<file path="src/rtl/hc595_rx.sv">
// hc595_rx: receives a 74HC595-style serial stream (shcp/ds/stcp/oe) that is
// asynchronous to clk and presents the latched parallel frame with
// frame-length error tracking.
module hc595_rx #(
  parameter int unsigned FRAME_BITS = 14,
  parameter int unsigned ERR_W      = 8
) (
  input  logic                  clk,
  input  logic                  rst,
  input  logic                  shcp,
  input  logic                  ds,
  input  logic                  stcp,
  input  logic                  oe,
  output logic [FRAME_BITS-1:0] q,
  output logic                  q_en,
  output logic                  frame_valid,
  output logic                  len_err,
  output logic [ERR_W-1:0]      err_cnt,
  output logic [4:0]            bit_cnt
);

  localparam int unsigned NPIN    = 4;
  localparam int unsigned P_SHCP  = 0;
  localparam int unsigned P_DS    = 1;
  localparam int unsigned P_STCP  = 2;
  localparam int unsigned P_OE    = 3;
  localparam int unsigned CNT_W   = 5;
  localparam logic [CNT_W-1:0] CNT_MAX = '1;
  localparam logic [CNT_W-1:0] FRAME_CNT = CNT_W'(FRAME_BITS);

  typedef enum logic [1:0] {
    ST_IDLE  = 2'd0,
    ST_SHIFT = 2'd1,
    ST_OVER  = 2'd2
  } state_e;

  logic [NPIN-1:0]       pins;
  logic [NPIN-1:0]       sync1_q;
  logic [NPIN-1:0]       sync2_q;
  logic [NPIN-1:0]       dly_q;
  logic [1:0]            prime_q;
  logic                  arm_shcp_q;
  logic                  arm_stcp_q;
  logic                  sh_edge;
  logic                  st_edge;
  logic                  ds_bit;

  state_e                state_q;
  logic [FRAME_BITS-1:0] shift_q;
  logic [FRAME_BITS-1:0] q_q;
  logic [CNT_W-1:0]      bit_cnt_q;
  logic [ERR_W-1:0]      err_cnt_q;
  logic                  frame_valid_q;
  logic                  len_err_q;
  logic                  q_en_q;

  assign pins = {oe, stcp, ds, shcp};

  // Two-flop synchronizers followed by one delay stage for edge detection.
  always_ff @(posedge clk) begin
    if (rst) begin
      sync1_q <= '0;
      sync2_q <= '0;
      dly_q   <= '0;
    end else begin
      sync1_q <= pins;
      sync2_q <= sync1_q;
      dly_q   <= sync2_q;
    end
  end

  // Edge arming: after reset the pipeline must fill and each clock pin must be
  // seen low before its rising edges count, so a pin high at release is ignored.
  always_ff @(posedge clk) begin
    if (rst) begin
      prime_q    <= 2'd0;
      arm_shcp_q <= 1'b0;
      arm_stcp_q <= 1'b0;
    end else begin
      if (prime_q != 2'd3) begin
        prime_q <= prime_q + 2'd1;
      end
      if (prime_q == 2'd3 && !sync2_q[P_SHCP]) begin
        arm_shcp_q <= 1'b1;
      end
      if (prime_q == 2'd3 && !sync2_q[P_STCP]) begin
        arm_stcp_q <= 1'b1;
      end
    end
  end

  assign sh_edge = sync2_q[P_SHCP] & ~dly_q[P_SHCP] & arm_shcp_q;
  assign st_edge = sync2_q[P_STCP] & ~dly_q[P_STCP] & arm_stcp_q;
  // ds taken from its delay stage: the value held one cycle before shcp rose.
  assign ds_bit  = dly_q[P_DS];

  // Frame FSM: shift on shcp edges, latch on stcp edges, track length errors.
  always_ff @(posedge clk) begin
    if (rst) begin
      state_q       <= ST_IDLE;
      shift_q       <= '0;
      q_q           <= '0;
      bit_cnt_q     <= '0;
      err_cnt_q     <= '0;
      frame_valid_q <= 1'b0;
      len_err_q     <= 1'b0;
      q_en_q        <= 1'b0;
    end else begin
      frame_valid_q <= 1'b0;
      len_err_q     <= 1'b0;
      q_en_q        <= ~dly_q[P_OE];

      if (sh_edge) begin
        shift_q <= {shift_q[FRAME_BITS-2:0], ds_bit};
      end

      if (st_edge) begin
        // Latch takes pre-shift contents even when shcp fires in the same cycle.
        q_q           <= shift_q;
        frame_valid_q <= 1'b1;
        if (state_q != ST_SHIFT || bit_cnt_q != FRAME_CNT) begin
          len_err_q <= 1'b1;
          if (err_cnt_q != '1) begin
            err_cnt_q <= err_cnt_q + ERR_W'(1);
          end
        end
        if (sh_edge) begin
          state_q   <= ST_SHIFT;
          bit_cnt_q <= CNT_W'(1);
        end else begin
          state_q   <= ST_IDLE;
          bit_cnt_q <= '0;
        end
      end else if (sh_edge) begin
        if (bit_cnt_q != CNT_MAX) begin
          bit_cnt_q <= bit_cnt_q + CNT_W'(1);
        end
        case (state_q)
          ST_IDLE:  state_q <= ST_SHIFT;
          ST_SHIFT: if (bit_cnt_q == FRAME_CNT) state_q <= ST_OVER;
          ST_OVER:  state_q <= ST_OVER;
          default:  state_q <= ST_IDLE;
        endcase
      end
    end
  end

  assign q           = q_q;
  assign q_en        = q_en_q;
  assign frame_valid = frame_valid_q;
  assign len_err     = len_err_q;
  assign err_cnt     = err_cnt_q;
  assign bit_cnt     = bit_cnt_q;

endmodule
</file>
<file path="config.mk">
export PLATFORM = sky130hd
export DESIGN_NAME = hc595_rx
export DESIGN_NICKNAME = d
export VERILOG_FILES = /design/src/rtl/hc595_rx.sv
export SDC_FILE = /design/constraint.sdc
export NUM_CORES = 1
export LEC_CHECK = 0
export CAP_MARGIN = 5
export CELL_PAD_IN_SITES_DETAIL_PLACEMENT = 0
export CELL_PAD_IN_SITES_GLOBAL_PLACEMENT = 2
export CORE_UTILIZATION = 37
export CTS_BUF_LIST = sky130_fd_sc_hd__clkbuf_2
export DETAILED_ROUTE_END_ITERATION = 8
export PLACE_DENSITY = 0.95
export SKIP_LAST_GASP = 1
export SLEW_MARGIN = 20
export SYNTH_ARGS = -nofsm -noshare
export SYNTH_HDL_FRONTEND = slang
export SYNTH_SLANG_ARGS = --single-unit
</file>
<file path="constraint.sdc">
create_clock -name clk -period 2.6 [get_ports clk]
set_input_delay 0.39 -clock clk [delete_from_list [all_inputs] [get_ports clk]]
set_output_delay 0.39 -clock clk [all_outputs]
set_load 0.02 [all_outputs]
</file>
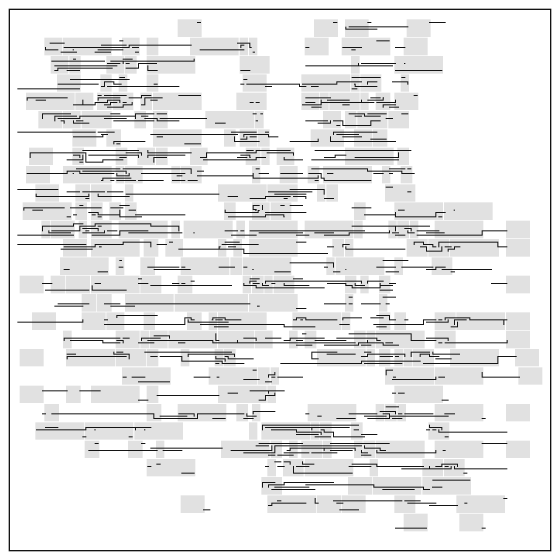
**Above:** run 1 (M1 wires).
main direction: horizontal
longest straight run: 21.2 um
share of all routed wire: 51%

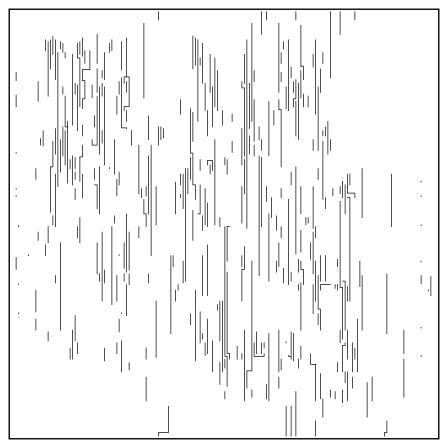
**Above:** run 1 (metal 2).
nets with wire on the layer: 229
share of all routed wire: 44%

==> out/metrics.csv, run 1 <==
metric,value,unit
ys_sh_aoi,16.1,%
seq_power,0.000982,W
path_depth,6,
p_sw,0.000374,W
crit_end,err_cnt[4]$_SDFFE_PP0P_,
clkSinkCount,62,
netlist_instances,232,
use_met1,18.7,%
ys_area,0.00226,mm^2
ys_seq_elements,62,
pin_count,36,
switching_share,23.4,%
max_stage_delay,550,ps
fp-utilization,38.2,%
cts_hold_buf,0,
simple_gate_area_share,19.7,%
stdcell_count,351,
fp.dieW,80.2,um
fillCellCount,564,
cts_buffers,9,
comb_share,33.8,%
largest_cell_class,registers,
cp-start-kind,flip-flop,
first_iter_violations,92,
status,completed,
ctsResizeCount,0,
crit_arrival,2360,ps
grt_pass1_wl,7000,um
fin_crit_sh,75.4,%
setup_ws,639,ps
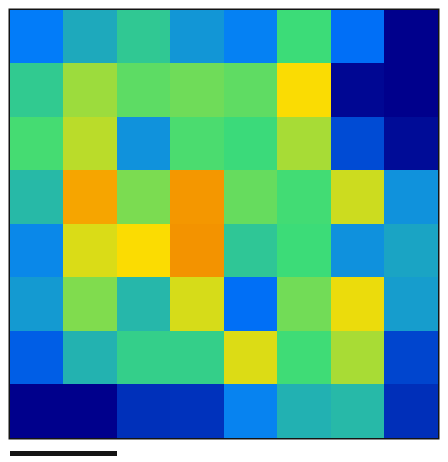
**Above:** run 1 (cell area per tile).
Scale bar: 20 um. 8 x 8 tiles, from dark blue (low) to red (high), 0 to 100% covered.
emptiest ninth of the die: top right
tiles over 75% full: 4.7%
densest ninth of the die: middle

run 1: state kept, by name, summed over array words and instances, names as in the netlist:
| register | cells |
|---|---|
| arm_shcp_q | 1 |
| arm_stcp_q | 1 |
| bit_cnt | 5 |
| dly_q | 4 |
| err_cnt | 8 |
| frame_valid | 1 |
| len_err | 1 |
| prime_q | 2 |
| q | 14 |
| q_en | 1 |
| shift_q | 14 |
| state_q | 2 |
| sync1_q | 4 |
| sync2_q | 4 |
run 1: routing by layer:
layer / routed length, um / share of wire [%]
met3: 137 / 3.2
met5: 0 / 0
met4: 83 / 2.0
met2: 1860 / 44
met1: 2160 / 51
==> inputs of run 2 (changes only) <==
Settings changed: CORE_UTILIZATION 37 to 31, PLACE_DENSITY 0.95 to 0.86.
Clock period 2.6 ns to 1.8 ns, I/O delays scaled along.
==> run 2 against run 1 <==
Net effect:
- register-to-register slack worse by 560 ps
- power is 49% higher
- fmax is 14% higher
- clock skew is 1.6 ps lower
- die area is 19% higher
- flip-flop count stayed put
- hold slack worse by 71 ps
==> out/metrics.csv, run 2 <==
metric,value,unit,change
root_buffer,clkbuf_2,,unchanged
antenna_found_initial,0,,unchanged
grt_pass1_wl,7090,um,was 7000 um
setup_ws,80.6,ps,was 639 ps
gp_congestion,0.714,,was 0.768
fp.dieW,87.4,um,was 80.2 um
ctsResizeCount,13,,was 0
max_stage_delay,510,ps,was 550 ps
pin_count,36,,unchanged
synth.net_count,245,,unchanged
worst-path-max-fanout,5,,was 15
via_per_inst,4.63,,was 4.92
fin_crit_sh,95.5,%,was 75.4%
drtAntennaViolNets,0,,unchanged
yosysSeqAreaShare,54.8,%,unchanged
whs_endpoint,sync1_q[3]$_SDFF_PP0_,,was q_en$_SDFF_PP0_
crit_arrival,2130,ps,was 2360 ps
ys_sh_adder,3.87,%,unchanged
path_depth,6,,unchanged
fillCellCount,718,,was 564
first_iter_violations,95,,was 92
simple_gate_area_share,19.7,%,unchanged
fp-utilization,32.8,%,was 38.2%
cts_buffers,9,,unchanged
cts_hold_buf,0,,unchanged
ys_seq_elements,62,,unchanged
ys_area,0.00226,mm^2,unchanged
cpMaxStageDelayCell,or4_4,,was or4_1
crit_end,err_cnt[4]$_SDFFE_PP0P_,,unchanged
ys_sh_aoi,16.1,%,unchanged
area_leaders,"dfxtp_1 55%, a21oi_1 5.5%, a22o_1 5.4%",,unchanged
worstSetupEndpointType,flip-flop,,unchanged
comb_share,33.1,%,was 33.8%
largest_cell_class,registers,,unchanged
most_common_cell,dfxtp_1,,unchanged
status,completed,,unchanged
clkSinkCount,62,,unchanged
total_power,0.00238,W,was 0.00160 W
==> run 2: cell counts after synthesis <==
No cell type changed its count.
==> run 2: report_power, final <==
part / internal, W / switching, W / total, W
sequential: 0.00140 / 0.0000167 / 0.00142
combinational: 0.0000499 / 0.0000569 / 0.000107
clock: 0.000325 / 0.000525 / 0.000850
==> run 2: layer usage <==
metal / part of all wire, % / GRT usage [%] / vias to the layer above / routed length [um]
met5: 0 / 0 / - / 0
met4: 1.2 / 4.02 / 0 / 51
met3: 6.8 / 5.40 / 6 / 292
met2: 44 / 19.6 / 49 / 1900
met1: 48 / 14.5 / 809 / 2060
li1: - / - / 912 / -
==> run 2: kinds of logic after synthesis <==
group / count (synthesis)
flops: 62
fa+ha+maj: 7
compound gates: 55
xor+xnor: 3
buf+inv: 20
mux: 2
simple gates: 83
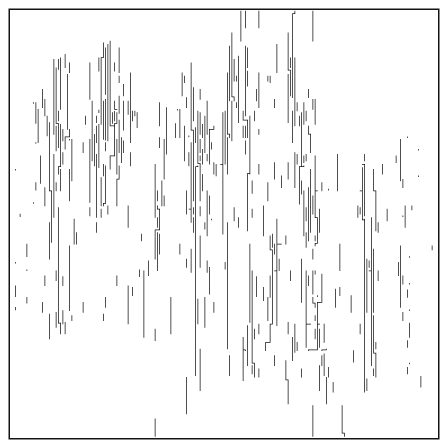
**Above:** run 2 (metal 2).
nets with wire on the layer: 240
share of all routed wire: 44%

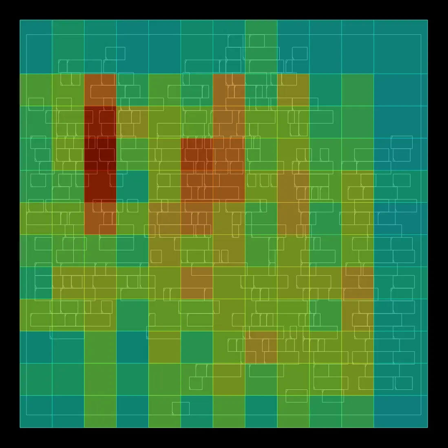
**Above:** run 2 (congestion heat map).
GRT Max-Usage Layer: met2
post-layout util: 43.1%
post-DR wirelength/cell: 11.2 um

Power and IR drop assume default switching activity.
